### config.mk
export PLATFORM = sky130hd
export DESIGN_NAME = video_mem_rd_scan
export DESIGN_NICKNAME = d
export VERILOG_FILES = /design/src/rtl/video_mem_rd_scan.sv
export SDC_FILE = /design/constraint.sdc
export NUM_CORES = 1
export LEC_CHECK = 0
export CELL_PAD_IN_SITES_DETAIL_PLACEMENT = 1
export CELL_PAD_IN_SITES_GLOBAL_PLACEMENT = 1
export CORE_MARGIN = 2
export CORE_UTILIZATION = 41
export CTS_CLUSTER_DIAMETER = 120
export DETAILED_ROUTE_END_ITERATION = 12
export PLACE_DENSITY_LB_ADDON = 0.1
export SETUP_SLACK_MARGIN = 0.3
export SLEW_MARGIN = 0
export SYNTH_ARGS = -nofsm -noshare
export SYNTH_HDL_FRONTEND = slang
export SYNTH_SLANG_ARGS = --single-unit
### constraint.sdc
create_clock -name clk -period 2.8 [get_ports clk]
set_clock_uncertainty 0.2 [all_clocks]
set_input_delay 0.56 -clock clk [delete_from_list [all_inputs] [get_ports clk]]
set_output_delay 0.56 -clock clk [all_outputs]
set_load 0.005 [all_outputs]
### src/rtl/video_mem_rd_scan.sv
// video_mem_rd_scan: sequential video memory reader and 1-bit pixel serialiser.
//
// Purpose: walks the frame from BASE_ADDR, issuing one byte read per cycle
// while the 2-entry prefetch FIFO plus reads in flight hold fewer than two
// bytes. Returned bytes are shifted out MSB first, one pixel per consume
// cycle (hactive && g_en).
//
// Ports:
//   clk, rst          clock, asynchronous active-high reset
//   g_en              global enable; low freezes reads, FSM and shifting
//   frame_start       restart pulse; flushes buffers, clears underrun
//   hactive           pixel demand
//   video_mem_addr    read address (the address of the current read)
//   video_mem_rd_en   read strobe
//   video_mem_d_in    read data, valid RD_LAT cycles after the strobe
//   pixel             registered pixel
//   pixel_valid       pixel carries demanded data
//   underrun          sticky: demand seen with no data available
//
// Build option: define VIDEO_RD_PIXDBL_EN for horizontal pixel doubling
// (each bit is output on two consecutive consume cycles).

module video_mem_rd_scan #(
    parameter logic [15:0] BASE_ADDR = 16'h0000,
    parameter int          H_BYTES   = 80,
    parameter int          V_LINES   = 480,
    parameter int          RD_LAT    = 1
) (
    input  logic        clk,
    input  logic        rst,
    input  logic        g_en,
    input  logic        frame_start,
    input  logic        hactive,
    output logic [15:0] video_mem_addr,
    output logic        video_mem_rd_en,
    input  logic [7:0]  video_mem_d_in,
    output logic        pixel,
    output logic        pixel_valid,
    output logic        underrun
);

    localparam logic [16:0] FRAME_BYTES = 17'(H_BYTES * V_LINES);

    typedef enum logic [1:0] {
        IDLE,
        FETCH,
        DONE
    } state_t;

    state_t            state;
    logic [16:0]       issued;
    logic [RD_LAT-1:0] dl;
    logic [1:0]        inflight;
    logic [1:0]        discard;
    logic [1:0]        fifo_cnt;
    logic [7:0]        fifo_mem [2];
    logic              fifo_wp;
    logic              fifo_rp;
    logic [7:0]        sh;
    logic [3:0]        sh_cnt;
`ifdef VIDEO_RD_PIXDBL_EN
    logic              tog;
`endif

    logic ret;
    logic fifo_wr;
    logic fifo_rd;
    logic consume;
    logic [2:0] occupancy;

    // frame_start owns its cycle: no consume and no read while flushing,
    // so nothing issued at the old address needs to be accounted for.
    assign consume   = hactive && g_en && !frame_start;
    assign ret       = dl[RD_LAT-1];
    assign occupancy = {1'b0, fifo_cnt} + {1'b0, inflight};
    assign video_mem_rd_en = (state == FETCH) && g_en && !frame_start
                             && (occupancy < 3'd2);
    assign fifo_wr   = ret && (discard == 2'd0) && !frame_start;
    assign fifo_rd   = consume && (sh_cnt == 4'd0) && (fifo_cnt != 2'd0);

    // Address generator and frame FSM.
    always_ff @(posedge clk or posedge rst) begin
        if (rst) begin
            state          <= IDLE;
            video_mem_addr <= BASE_ADDR;
            issued         <= 17'd0;
        end else if (frame_start) begin
            state          <= FETCH;
            video_mem_addr <= BASE_ADDR;
            issued         <= 17'd0;
        end else if (video_mem_rd_en) begin
            video_mem_addr <= video_mem_addr + 16'd1;
            issued         <= issued + 17'd1;
            if (issued == FRAME_BYTES - 17'd1)
                state <= DONE;
        end
    end

    // Return tracking. inflight counts every outstanding read; on a flush
    // all of them (less any landing this cycle) become stale.
    always_ff @(posedge clk or posedge rst) begin
        if (rst) begin
            dl       <= '0;
            inflight <= 2'd0;
            discard  <= 2'd0;
        end else begin
            dl[0] <= video_mem_rd_en;
            for (int i = 1; i < RD_LAT; i++)
                dl[i] <= dl[i-1];
            inflight <= inflight + {1'b0, video_mem_rd_en} - {1'b0, ret};
            if (frame_start)
                discard <= inflight - {1'b0, ret};
            else if (ret && (discard != 2'd0))
                discard <= discard - 2'd1;
        end
    end

    // Two-entry prefetch FIFO.
    always_ff @(posedge clk or posedge rst) begin
        if (rst) begin
            fifo_cnt <= 2'd0;
            fifo_wp  <= 1'b0;
            fifo_rp  <= 1'b0;
        end else if (frame_start) begin
            fifo_cnt <= 2'd0;
            fifo_wp  <= 1'b0;
            fifo_rp  <= 1'b0;
        end else begin
            if (fifo_wr)
                fifo_wp <= ~fifo_wp;
            if (fifo_rd)
                fifo_rp <= ~fifo_rp;
            fifo_cnt <= fifo_cnt + {1'b0, fifo_wr} - {1'b0, fifo_rd};
        end
    end

    always_ff @(posedge clk) begin
        if (fifo_wr)
            fifo_mem[fifo_wp] <= video_mem_d_in;
    end

    // Pixel serialiser. sh holds the not-yet-shifted bits MSB aligned.
    always_ff @(posedge clk or posedge rst) begin
        if (rst) begin
            sh          <= 8'd0;
            sh_cnt      <= 4'd0;
            pixel       <= 1'b0;
            pixel_valid <= 1'b0;
            underrun    <= 1'b0;
`ifdef VIDEO_RD_PIXDBL_EN
            tog         <= 1'b0;
`endif
        end else if (frame_start) begin
            sh          <= 8'd0;
            sh_cnt      <= 4'd0;
            pixel_valid <= 1'b0;
            underrun    <= 1'b0;
`ifdef VIDEO_RD_PIXDBL_EN
            tog         <= 1'b0;
`endif
        end else if (consume) begin
            if (sh_cnt != 4'd0) begin
                pixel       <= sh[7];
                pixel_valid <= 1'b1;
`ifdef VIDEO_RD_PIXDBL_EN
                // second showing of this bit: advance
                if (tog) begin
                    sh     <= {sh[6:0], 1'b0};
                    sh_cnt <= sh_cnt - 4'd1;
                end
                tog <= ~tog;
`else
                sh     <= {sh[6:0], 1'b0};
                sh_cnt <= sh_cnt - 4'd1;
`endif
            end else if (fifo_cnt != 2'd0) begin
                pixel       <= fifo_mem[fifo_rp][7];
                pixel_valid <= 1'b1;
`ifdef VIDEO_RD_PIXDBL_EN
                // bit7 shown once already; keep it for its repeat
                sh     <= fifo_mem[fifo_rp];
                sh_cnt <= 4'd8;
                tog    <= 1'b1;
`else
                sh     <= {fifo_mem[fifo_rp][6:0], 1'b0};
                sh_cnt <= 4'd7;
`endif
            end else begin
                pixel       <= 1'b0;
                pixel_valid <= 1'b0;
                underrun    <= 1'b1;
            end
        end else begin
            pixel_valid <= 1'b0;
        end
    end

    a_no_overflow : assert property (
        @(posedge clk) disable iff (rst)
        !(fifo_wr && !fifo_rd && (fifo_cnt == 2'd2))
    );

endmodule

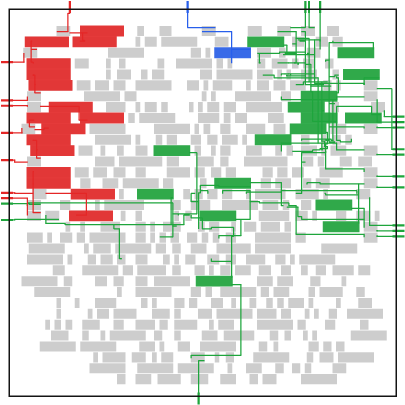
(images/port_trees.png)
(4 px per um)
pixel -> blue  # bits 1, direction output, edge north, end cells 1, buffers 1, wire 30.8 um
video_mem_d_in -> red  # bits 8, direction input, edge 7 west, 1 north, end cells 16, buffers 8, wire 127 um
video_mem_addr -> green  # bits 16, direction output, edge 10 east, 3 north, 2 west, 1 south, end cells 16, buffers 16, wire 947 um

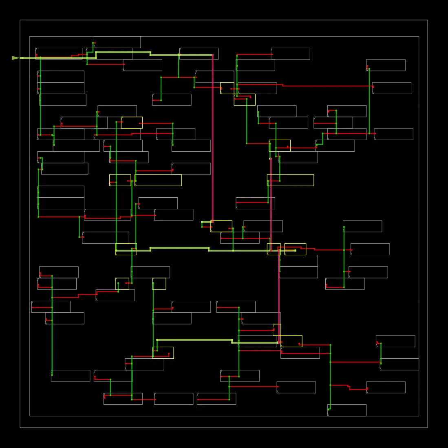
(images/clock_nets.png)
clock-net power: 0.938 mW
total CTS buffers: 9
Insertion Delay late pin: 0.36 ns
# clk buffers: 9
Flops: 74

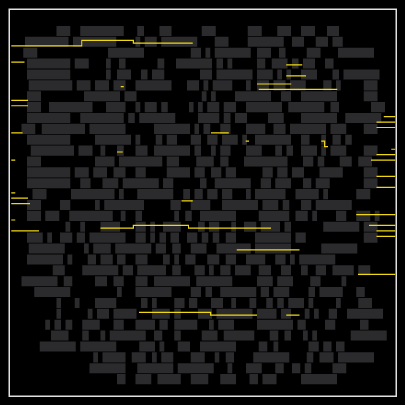
(images/m3.png)
(4 px per um) Cells faint in the background.
longest straight run = 20.5 um
main direction = horizontal
nets with wire on the layer = 33
share of all routed wire = 3.2%

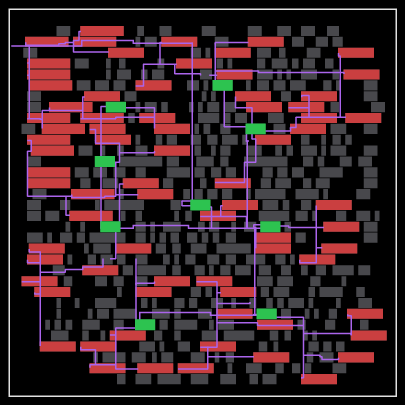
(images/clock_wires.png)
(4 px per um)
clock wires -> purple  # length 986 um
flip-flops -> red  # count 74
clock-net drivers -> green  # count 9
flops lie = all over the die

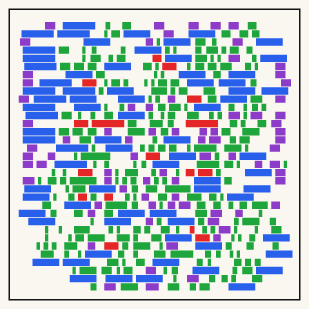
(images/class_map.png)
(3 px per um)
registers -> blue  # cells 74, share of their area 42%
remaining logic cells -> green  # cells 242, share of their area 39%
remaining buffers and delay cells -> purple  # cells 76, share of their area 15%
clock drivers and dummy loads -> red  # cells 16, share of their area 4.8%

[synthesized netlist by cell type, types with 2 or more instances]
cell type	instances	area share
a21oi_1	19	0.027
a22o_1	2	0.0050
and3_1	3	0.0054
clkbuf_1	9	0.0097
dfrtp_1	58	0.42
edfxtp_1	16	0.14
ha_1	8	0.029
inv_1	19	0.020
mux2_2	3	0.0097
mux2i_1	13	0.037
nand2_1	20	0.021
nand2b_1	10	0.018
nand3_1	10	0.014
nand3b_1	3	0.0064
nand4_1	9	0.016
nor2_1	28	0.030
nor2b_1	7	0.013
nor3_1	12	0.017
nor3b_1	2	0.0043
nor4_1	2	0.0036
o21ai_0	18	0.026
o2bb2ai_1	7	0.018
o31ai_1	6	0.013
or3_1	6	0.011
or4_1	4	0.0086
xnor2_1	9	0.023
xor2_1	6	0.015
[path summary, 6_finish.rpt]
| kind | startpoint | to | cells past startpoint |
|---|---|---|---|
| setup / recovery | inflight[0] | issued[15] | 7 |
| hold / removal | rst | issued[15] | 2 |
| setup reg to reg | inflight[0] | issued[15] | 7 |
| hold reg to reg | pixel | pixel | 2 |
| max in group asynchronous | rst | issued[3] | 3 |
| min in group clk | pixel | pixel | 2 |
[timing repair]
action,CTS,global route
buffers inserted,7,7
pin swaps,12,13
setup endpoints to repair,27,41
gates resized,39,34
[registers in the layout, indices dropped and copies added, names as in the netlist, 2 cells and up]
name,count
video_mem_addr,16
state,2
issued,17
fifo_cnt,2
sh_cnt,4
discard,2
sh,7
inflight,2
fifo_mem,16
[where the power goes]
group,leakage [nW],internal (mW),switching (mW),total [mW]
Sequential,0.936,1.17,0.0623,1.24
Combinational,0.988,0.307,0.326,0.633
Clock,0.114,0.509,0.428,0.938
Total,2.04,1.99,0.817,2.81
==> run_results.csv <==
group,metric,value,unit
placed_design,gp_congestion,0.782,
layout,mi_logic_area,0.00172,sq mm
logic_synthesis,ys_sh_aoi,0.106,
critical_path,cp_max_fo,5,
layout,fin_area,0.00477,sq mm
logic_synthesis,syn-cell-area,0.00350,sq mm
clocking,cts_sinks,74,
critical_path,worstSetupPathType,"flip-flop to flip-flop",
routing,met3_length,280,um
logic_synthesis,edf_count,16,
final_timing,period_minus_slack,2.95,ns
layout,nets,425,
grt,grt_overflow_total,0,
final_timing,setup_viol,15,
layout,seq_area,0.00193,sq mm
logic_synthesis,ys_cells,328,
logic_synthesis,yosys_area,0.00350,sq mm
final_timing,clock.fmax,0.340,GHz
routing,firstDrtPassIters,4,
routing,ant_nets,0,
die,core-area,0.00826,sq mm
run,warning_count,29,
critical_path,max_stage_delay,0.55,ns
logic_synthesis,syn_inst,328,
critical_path,r2r_setup_slack,-0.15,ns
grt,grt_max_degree,42,
layout,nFillCells,869,
critical_path,critPathArrivalTime,3.00,ns
clocking,clk_pin_slew,0.09,ns
logic_synthesis,async_reset_ff_frac,0.784,
routing,routed.top_layer,"met4",
logic_synthesis,yosys.area_share.adder,0.0343,
layout,layout_top_cell,"dfrtp_1",
routing,vias,2769,
logic_synthesis,ys_warn_count,0,
final_timing,rsz0062_at_grt,"true",
layout,final_cells,513,
grt,grt_pass1_vias,2847,
placed_design,numPortBuffers,32,
placed_design,hpwl,5660,um
grt,gr-usage-met1,0.267,
routing,wl_met2,4360,um
grt,grt_pass1_wl,14100,um
layout,sh_comb_area,0.359,
grt,use_met2,0.323,
critical_path,cp_num_buf_inv,1,
logic_synthesis,postSynthSeqShare,0.552,
pwr,worst_ir_drop_vdd,329,uV
grt,antenna_found_initial,0,
outcome,status,"finished, violations left",
placed_design,dp.cells,483,
layout,lay_top_cells,"dfrtp_1, buf_4, clkdlybuf4s50_1",
layout,final-nonclk-buf-share,0.146,
critical_path,path_cells,"and2_4, fa_1, or4b_4, or4_4, buf_6, nor3_4, mux2_4",
outcome,violations,"negative setup slack",
routing,drc,0,
final_timing,setup_slack,-0.145,ns
final_timing,fin_crit_sh,1.05,
logic_synthesis,logic_family,"simple AND/OR/NAND/NOR gates",
layout,nNonClkInverters,19,
critical_path,slowest_stage,"or4b_4",
logic_synthesis,ys_types,46,
final_timing,maxSlewHeadroom,0.672,
final_timing,tightest_slew,0.491,ns
run,max_cap_viol_count,0,
layout,antenna_cells,0,
layout,final-clk-cell-share,0.0469,
placed_design,dp_worst_setup_slack,-0.241,ns
logic_synthesis,yosys.area_share.simple,0.187,
grt,grt.total_usage,0.201,
clocking,holdBufCountCts,0,
layout,drive_gt1_frac,0.267,
Power is estimated from default activity; no workload was simulated.
